<file path="config.mk">
export PLATFORM = sky130hd
export DESIGN_NAME = fetch_unit
export DESIGN_NICKNAME = d
export VERILOG_FILES = /design/src/rtl/fetch_pkg.sv /design/src/rtl/next_pc_sel.sv /design/src/rtl/fetch_unit.sv
export SDC_FILE = /design/constraint.sdc
export NUM_CORES = 1
export LEC_CHECK = 0
export ABC_AREA = 1
export CAP_MARGIN = 20
export CORE_MARGIN = 3
export CORE_UTILIZATION = 49
export CTS_BUF_LIST = sky130_fd_sc_hd__clkbuf_4
export CTS_CLUSTER_DIAMETER = 150
export DETAILED_ROUTE_END_ITERATION = 16
export HOLD_SLACK_MARGIN = 0.06
export MAX_ROUTING_LAYER = met4
export PLACE_DENSITY = 0.88
export SYNTH_ARGS = -nofsm -noshare
export SYNTH_HDL_FRONTEND = slang
export SYNTH_SLANG_ARGS = --single-unit
</file>
<file path="constraint.sdc">
create_clock -name clk -period 2 [get_ports clk]
set_clock_uncertainty 0.05 [all_clocks]
set_input_delay 0.2 -clock clk [delete_from_list [all_inputs] [get_ports clk]]
set_output_delay 0.2 -clock clk [all_outputs]
set_load 0.02 [all_outputs]
</file>
<file path="src/rtl/fetch_pkg.sv">
// fetch_pkg: shared state encoding, NOP word and default widths for the fetch stage
package fetch_pkg;
  localparam int DEF_ADDR_W = 16;
  localparam int DEF_INSTR_W = 16;
  localparam int DEF_PC_INC = 1;
  localparam int DEF_TIMEOUT_CYCLES = 16;
  localparam logic [15:0] NOP_INSTR = 16'h0000;
  typedef enum logic [1:0] {IDLE = 2'd0, REQ = 2'd1, UPDATE = 2'd2} fetch_state_t;
endpackage

</file>
<file path="src/rtl/next_pc_sel.sv">
// next_pc_sel: next PC choice, priority live redirect > pending redirect > fetch_addr + PC_INC
// ports: redirect_valid/redirect_pc (live branch), pend_valid/pend_pc (stored branch),
//        fetch_addr (address just fetched), sel_pc (chosen next PC)
module next_pc_sel #(
  parameter int ADDR_W = 16,
  parameter int PC_INC = 1
) (
  input  logic              redirect_valid,
  input  logic [ADDR_W-1:0] redirect_pc,
  input  logic              pend_valid,
  input  logic [ADDR_W-1:0] pend_pc,
  input  logic [ADDR_W-1:0] fetch_addr,
  output logic [ADDR_W-1:0] sel_pc
);
  always_comb sel_pc = redirect_valid ? redirect_pc :
                       pend_valid     ? pend_pc     : fetch_addr + ADDR_W'(PC_INC);
endmodule

</file>
<file path="src/rtl/fetch_unit.sv">
// fetch_unit: multicycle IDLE/REQ/UPDATE instruction fetch with handshaked memory read
// ports: clk, reset (async active-low); pc, fetch_start; redirect_valid/redirect_pc;
//        mem_req/mem_addr/mem_ready/mem_rdata; next_pc/pc_write to program_counter;
//        instr/instr_valid; busy; fetch_err
// FETCH_TIMEOUT_EN: when defined, REQ aborts after TIMEOUT_CYCLES cycles without mem_ready
module fetch_unit
  import fetch_pkg::*;
#(
  parameter int ADDR_W = DEF_ADDR_W,
  parameter int INSTR_W = DEF_INSTR_W,
  parameter int PC_INC = DEF_PC_INC
`ifdef FETCH_TIMEOUT_EN
  , parameter int TIMEOUT_CYCLES = DEF_TIMEOUT_CYCLES
`endif
) (
  input  logic               clk,
  input  logic               reset,
  input  logic [ADDR_W-1:0]  pc,
  input  logic               fetch_start,
  input  logic               redirect_valid,
  input  logic [ADDR_W-1:0]  redirect_pc,
  output logic               mem_req,
  output logic [ADDR_W-1:0]  mem_addr,
  input  logic               mem_ready,
  input  logic [INSTR_W-1:0] mem_rdata,
  output logic [ADDR_W-1:0]  next_pc,
  output logic               pc_write,
  output logic [INSTR_W-1:0] instr,
  output logic               instr_valid,
  output logic               busy,
  output logic               fetch_err
);
  fetch_state_t state;
  logic [ADDR_W-1:0] fetch_addr, pend_pc, sel_pc;
  logic pend_valid;
`ifdef FETCH_TIMEOUT_EN
  localparam int CNT_W = $clog2(TIMEOUT_CYCLES + 1);
  logic [CNT_W-1:0] cnt;
  logic err;
`endif
  next_pc_sel #(.ADDR_W(ADDR_W), .PC_INC(PC_INC)) u_sel (
    .redirect_valid(redirect_valid),
    .redirect_pc(redirect_pc),
    .pend_valid(pend_valid),
    .pend_pc(pend_pc),
    .fetch_addr(fetch_addr),
    .sel_pc(sel_pc)
  );
  always_ff @(posedge clk or negedge reset) begin
    if (!reset) begin
      state <= IDLE;
      fetch_addr <= '0;
      pend_valid <= 1'b0;
      pend_pc <= '0;
      instr <= '0;
`ifdef FETCH_TIMEOUT_EN
      cnt <= '0;
      err <= 1'b0;
`endif
    end else begin
`ifdef FETCH_TIMEOUT_EN
      err <= 1'b0;
`endif
      case (state)
        IDLE: if (fetch_start) begin
          fetch_addr <= pc;
          state <= REQ;
`ifdef FETCH_TIMEOUT_EN
          cnt <= '0;
`endif
        end
        REQ: if (mem_ready) begin
          instr <= mem_rdata;
          state <= UPDATE;
        end
`ifdef FETCH_TIMEOUT_EN
        else if (cnt == CNT_W'(TIMEOUT_CYCLES - 1)) begin
          state <= IDLE;
          err <= 1'b1;
          instr <= INSTR_W'(NOP_INSTR);
        end else cnt <= cnt + CNT_W'(1);
`endif
        UPDATE: state <= IDLE;
        default: state <= IDLE;
      endcase
      // UPDATE consumes any stored target; elsewhere the latest redirect wins
      if (state == UPDATE) pend_valid <= 1'b0;
      else if (redirect_valid) begin
        pend_valid <= 1'b1;
        pend_pc <= redirect_pc;
      end
    end
  end
  // program_counter reloads every edge, so pass pc through except in UPDATE
  assign next_pc = state == UPDATE ? sel_pc : pc;
  assign pc_write = state == UPDATE;
  assign instr_valid = state == UPDATE;
  assign mem_req = state == REQ;
  assign mem_addr = fetch_addr;
  assign busy = state != IDLE;
`ifdef FETCH_TIMEOUT_EN
  assign fetch_err = err;
`else
  assign fetch_err = 1'b0;
`endif
endmodule

</file>
run_1/port_trees.png
Scale: 6 px per µm.
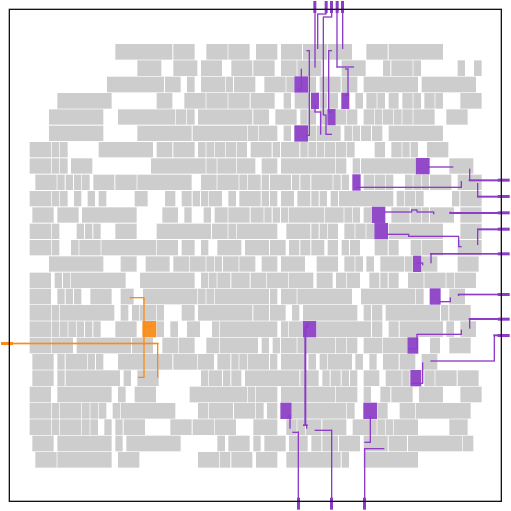
purple -> `next_pc`  # bits 16, direction output, end cells 16, buffers 16, wire 299 µm
orange -> `mem_req`  # bits 1, direction output, end cells 1, buffers 1, wire 47.6 µm
port bufs: 104
boundary pin count: 106

run_1/class_map.png
Scale: 3 px per µm.
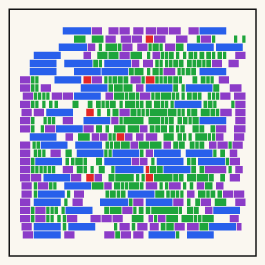
green -> remaining logic cells  # cells 304, share of their area 38%
purple -> remaining buffers and delay cells  # cells 133, share of their area 30%
blue -> sequential cells  # cells 51, share of their area 30%
red -> clock drivers and dummy loads  # cells 8, share of their area 1.4%
Row Count: 26
utilization after layout: 80.82%

run_1/clock_nets.png
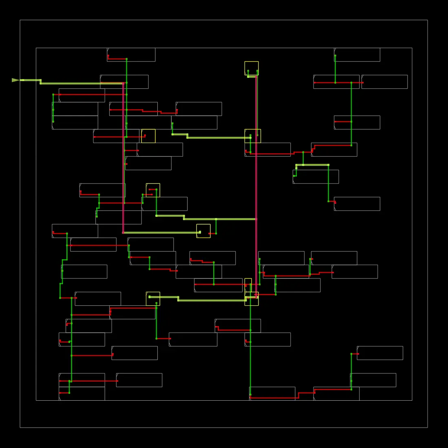
Num CTS Buffers: 5
flop count: 51
clock buf count: 6

==> Slide: Implementation Results, run 1 <==
Implementation Results

Die
  – CORE AREA: 5335 µm²
  – Well Taps: about 70

Synthesis
  – Flops & latches, synth: between 50 and 60
  – Fraction of registers with async set/reset: 100.0%
  – Post-Syn Area: ~2800 µm²
  – Synth top cell by count: nand2_1
  – Synth warnings: 0
  – Avg Cell Area, Syn: between 7 and 8 µm²
  – Xor/xnor share: 1.246%
  – Adder share: 0.4448%
  – Syn nets: roughly 430
  – Yosys cell count: about 370

Final layout
  – Comb area share: 34.21%
  – Multi-input gates: approximately 270
  – Final Cell Area: 4312 µm²
  – Fill cells: 337
  – Most frequent cells in the layout: 118 x nand2_1, 85 x clkdlybuf4s50_1, 46 x dfrtp_1

Critical path
  – CP peak stage delay: roughly 0.44 ns
  – RR Endpoint: pend_pc[1]$_DFFE_PN0P_
  – Critical-path cell list: buf_6 > nand3_4 > nor2_4 > nand4_1 > nand3_2 > nand2_1 > nand2_1 > nand2_1 > buf_6
  – Worst path buffer plus inverter count: 2
  – Reg2reg path depth: 6
  – Crit path max-delay family: simple AND/OR/NAND/NOR gates

Detailed routing
  – Post-Route M1 WL: 3.685 mm
  – DRC: 0
  – Routed met2 length: ~4.4 mm

Place
  – GP Congestion: between 0.8 and 0.9

GRT
  – Total track usage: between 20% and 30%
  – Antenna violations before repair: 0
  – Met1 Track Usage GR: about 35%

Status
  – Status: finished with violations
  – Failing checks: setup timing

Clocking
  – Clk root buf: clkbuf_4
  – Sink Count: between 50 and 60
  – CTS tree: yes
  – CTS Buffer Depth: 2

Power
  – Leak: between 2 and 2.5 nW
  – Part of the power in combinational logic: 58.0%
  – Seq power: about 1.8 mW

Job
  – Log Warnings: 28

Final timing
  – Final total negative setup slack: -0.5788 ns
  – Setup-failing EPs final: 9
  – Final WS setup: -0.1255 ns
==> run 1: flip-flops by register name, indices dropped and copies added (netlist names) <==
signal and cells:
instr 16, pend_pc 16, pend_valid 1, mem_addr 16, state 2
==> run 1: how the worst max path moves through the flow <==
stage | from | to | cells past startpoint
after floorplan | mem_addr[0]$_DFFE_PN0P_ | next_pc[4] | 6
after global placement | redirect_valid | next_pc[8] | 7
final | mem_addr[0]$_DFFE_PN0P_ | next_pc[13] | 9
after detailed placement | mem_addr[0]$_DFFE_PN0P_ | next_pc[8] | 9
after CTS | mem_addr[1]$_DFFE_PN0P_ | next_pc[15] | 10
after global routing | mem_addr[0]$_DFFE_PN0P_ | next_pc[13] | 9
==> inputs of run 2 (changes only) <==
--- a/config.mk
+++ b/config.mk
@@ -7,6 +7,7 @@
 export LEC_CHECK = 0
 export ABC_AREA = 1
 export CAP_MARGIN = 20
+export CORE_ASPECT_RATIO = 2
 export CORE_MARGIN = 3
 export CORE_UTILIZATION = 49
 export CTS_BUF_LIST = sky130_fd_sc_hd__clkbuf_4
run_2/class_map.png
Scale: 3 px per µm.
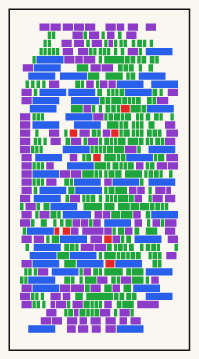
purple -> remaining buffers and delay cells  # cells 137, share of their area 31%
green -> remaining logic cells  # cells 304, share of their area 37%
blue -> sequential cells  # cells 51, share of their area 30%
red -> clock drivers and dummy loads  # cells 8, share of their area 1.4%
utilization after layout: 78.40%
Row Count: 38
Seq/total area: 29.83%
CORE AREA: 5468 µm²

==> run 2 against run 1 <==
Net effect: the run still ends with setup timing left; combinational power hardly changed; synthesized area unchanged; register-to-register slack worse by 0.04 ns; critical path type unchanged; largest cell class unchanged; highest routed layer unchanged.
==> Slide: Implementation Results, run 2 <==
Implementation Results

Status
  – Status: finished with violations (unchanged)
  – Failing checks: setup timing (unchanged)

Final layout
  – Flop count: 51 (unchanged)
  – Most frequent cells in the layout: 124 x nand2_1, 83 x clkdlybuf4s50_1, 49 x dfrtp_1 (was 118 x nand2_1, 85 x clkdlybuf4s50_1, 46 x dfrtp_1)
  – Final Cell Area: 4287 µm² (was 4312 µm²)
  – Non-clock buffer count: 137 (was 133)
  – Fill cells: 385 (was 337)
  – Comb area share: 33.57% (was 34.21%)
  – Multi-input gates: 269 (unchanged)

Place
  – Port bufs: 104 (unchanged)
  – GP Congestion: 0.9560 (was 0.8927)

Power
  – Leak: 2.079 nW (was 2.031 nW)
  – Tot Pwr: 5.298 mW (was 5.337 mW)

Critical path
  – CP peak stage delay: 0.45 ns (was 0.44 ns)
  – RR Endpoint: pend_pc[1]$_DFFE_PN0P_ (unchanged)
  – Arr. time, crit path: 1.92 ns (was 1.88 ns)
  – Critical-path cell list: ha_4 > nand3_4 > inv_4 > buf_6 > nand2_2 > o21bai_1 > nand3_1 > nand2_1 > nand2_1 > nand2_1 > buf_6 (was buf_6 > nand3_4 > nor2_4 > nand4_1 > nand3_2 > nand2_1 > nand2_1 > nand2_1 > buf_6)
  – Setup crit start: mem_addr[0]$_DFFE_PN0P_ (unchanged)
  – Slack of the worst reg-to-reg path: 0.27 ns (was 0.31 ns)
  – Reg2reg path depth: 6 (unchanged)
  – Worst path buffer plus inverter count: 3 (was 2)
  – WP depth: 11 (was 9)
  – CP endpoint: next_pc[10] (was next_pc[13])

Synthesis
  – Yosys Chip Area: 2813 µm² (unchanged)
  – Synth warnings: 0 (unchanged)
  – Yosys cell count: 372 (unchanged)
  – Avg Cell Area, Syn: 7.561 µm² (unchanged)
  – Synth top cell by count: nand2_1 (unchanged)
  – Fraction of registers with async set/reset: 100.0% (unchanged)
  – Flops & latches, synth: 51 (unchanged)
  – Syn nets: 426 (unchanged)
  – Top cell area share: 45.37% (unchanged)
  – Yosys cell types: 28 (unchanged)
  – Post-Syn Area: 2813 µm² (unchanged)

Die
  – Boundary pin count: 106 (unchanged)
  – Well Taps: 60 (was 70)

GRT
  – Total track usage: 27.25% (was 27.26%)
  – Antenna violations before repair: 0 (unchanged)
  – Most utilized layer in the global route result: met2 (unchanged)

Final timing
  – Setup-failing EPs final: 12 (was 9)
  – Peak Freq: 460.8 MHz (was 470.5 MHz)
  – Final WS setup: -0.1701 ns (was -0.1255 ns)

Clocking
  – Clk root buf: clkbuf_4 (unchanged)
  – CTS tree: yes (unchanged)
  – CTS Buffer Depth: 2 (unchanged)
  – Sink Count: 51 (unchanged)
  – Num CTS Buffers: 5 (unchanged)

Detailed routing
  – DRC: 0 (unchanged)

Job
  – Log Warnings: 28 (unchanged)
run_2/clock_nets.png
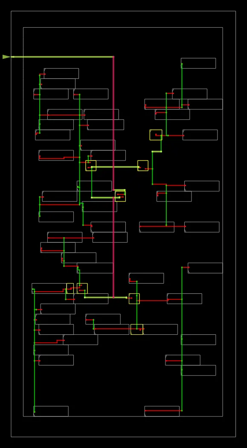
P_clk: 0.487 mW
clock buf count: 5

[run 2: cell families (layout without fill, tap and decap cells)]
group	Yosys count	after routing	synth area share, %
compound gates	69	69	13.03
xor+xnor	4	4	1.246
fa+ha+maj	1	1	0.4448
buf+inv	52	180	7.963
flops	51	51	45.37
mux	11	11	4.404
other cells	1	1	0.1333
simple gates	183	183	27.40
[run 2: power breakdown]
| group | internal, mW | switching, mW | leakage (nW) |
|---|---|---|---|
| clock | 0.145 | 0.342 | 0.0360 |
| sequential | 1.40 | 0.325 | 0.609 |
| combinational | 1.43 | 1.65 | 1.43 |
[run 2: layer usage]
| metal | part of all wire (%) | routed length, µm |
|---|---|---|
| met2 | 54 | 4818 |
| met3 | 6.4 | 570 |
| met4 | 6.1 | 546 |
| met1 | 34 | 3003 |
| met5 | 0 | 0 |
Power is estimated from default activity; no workload was simulated.
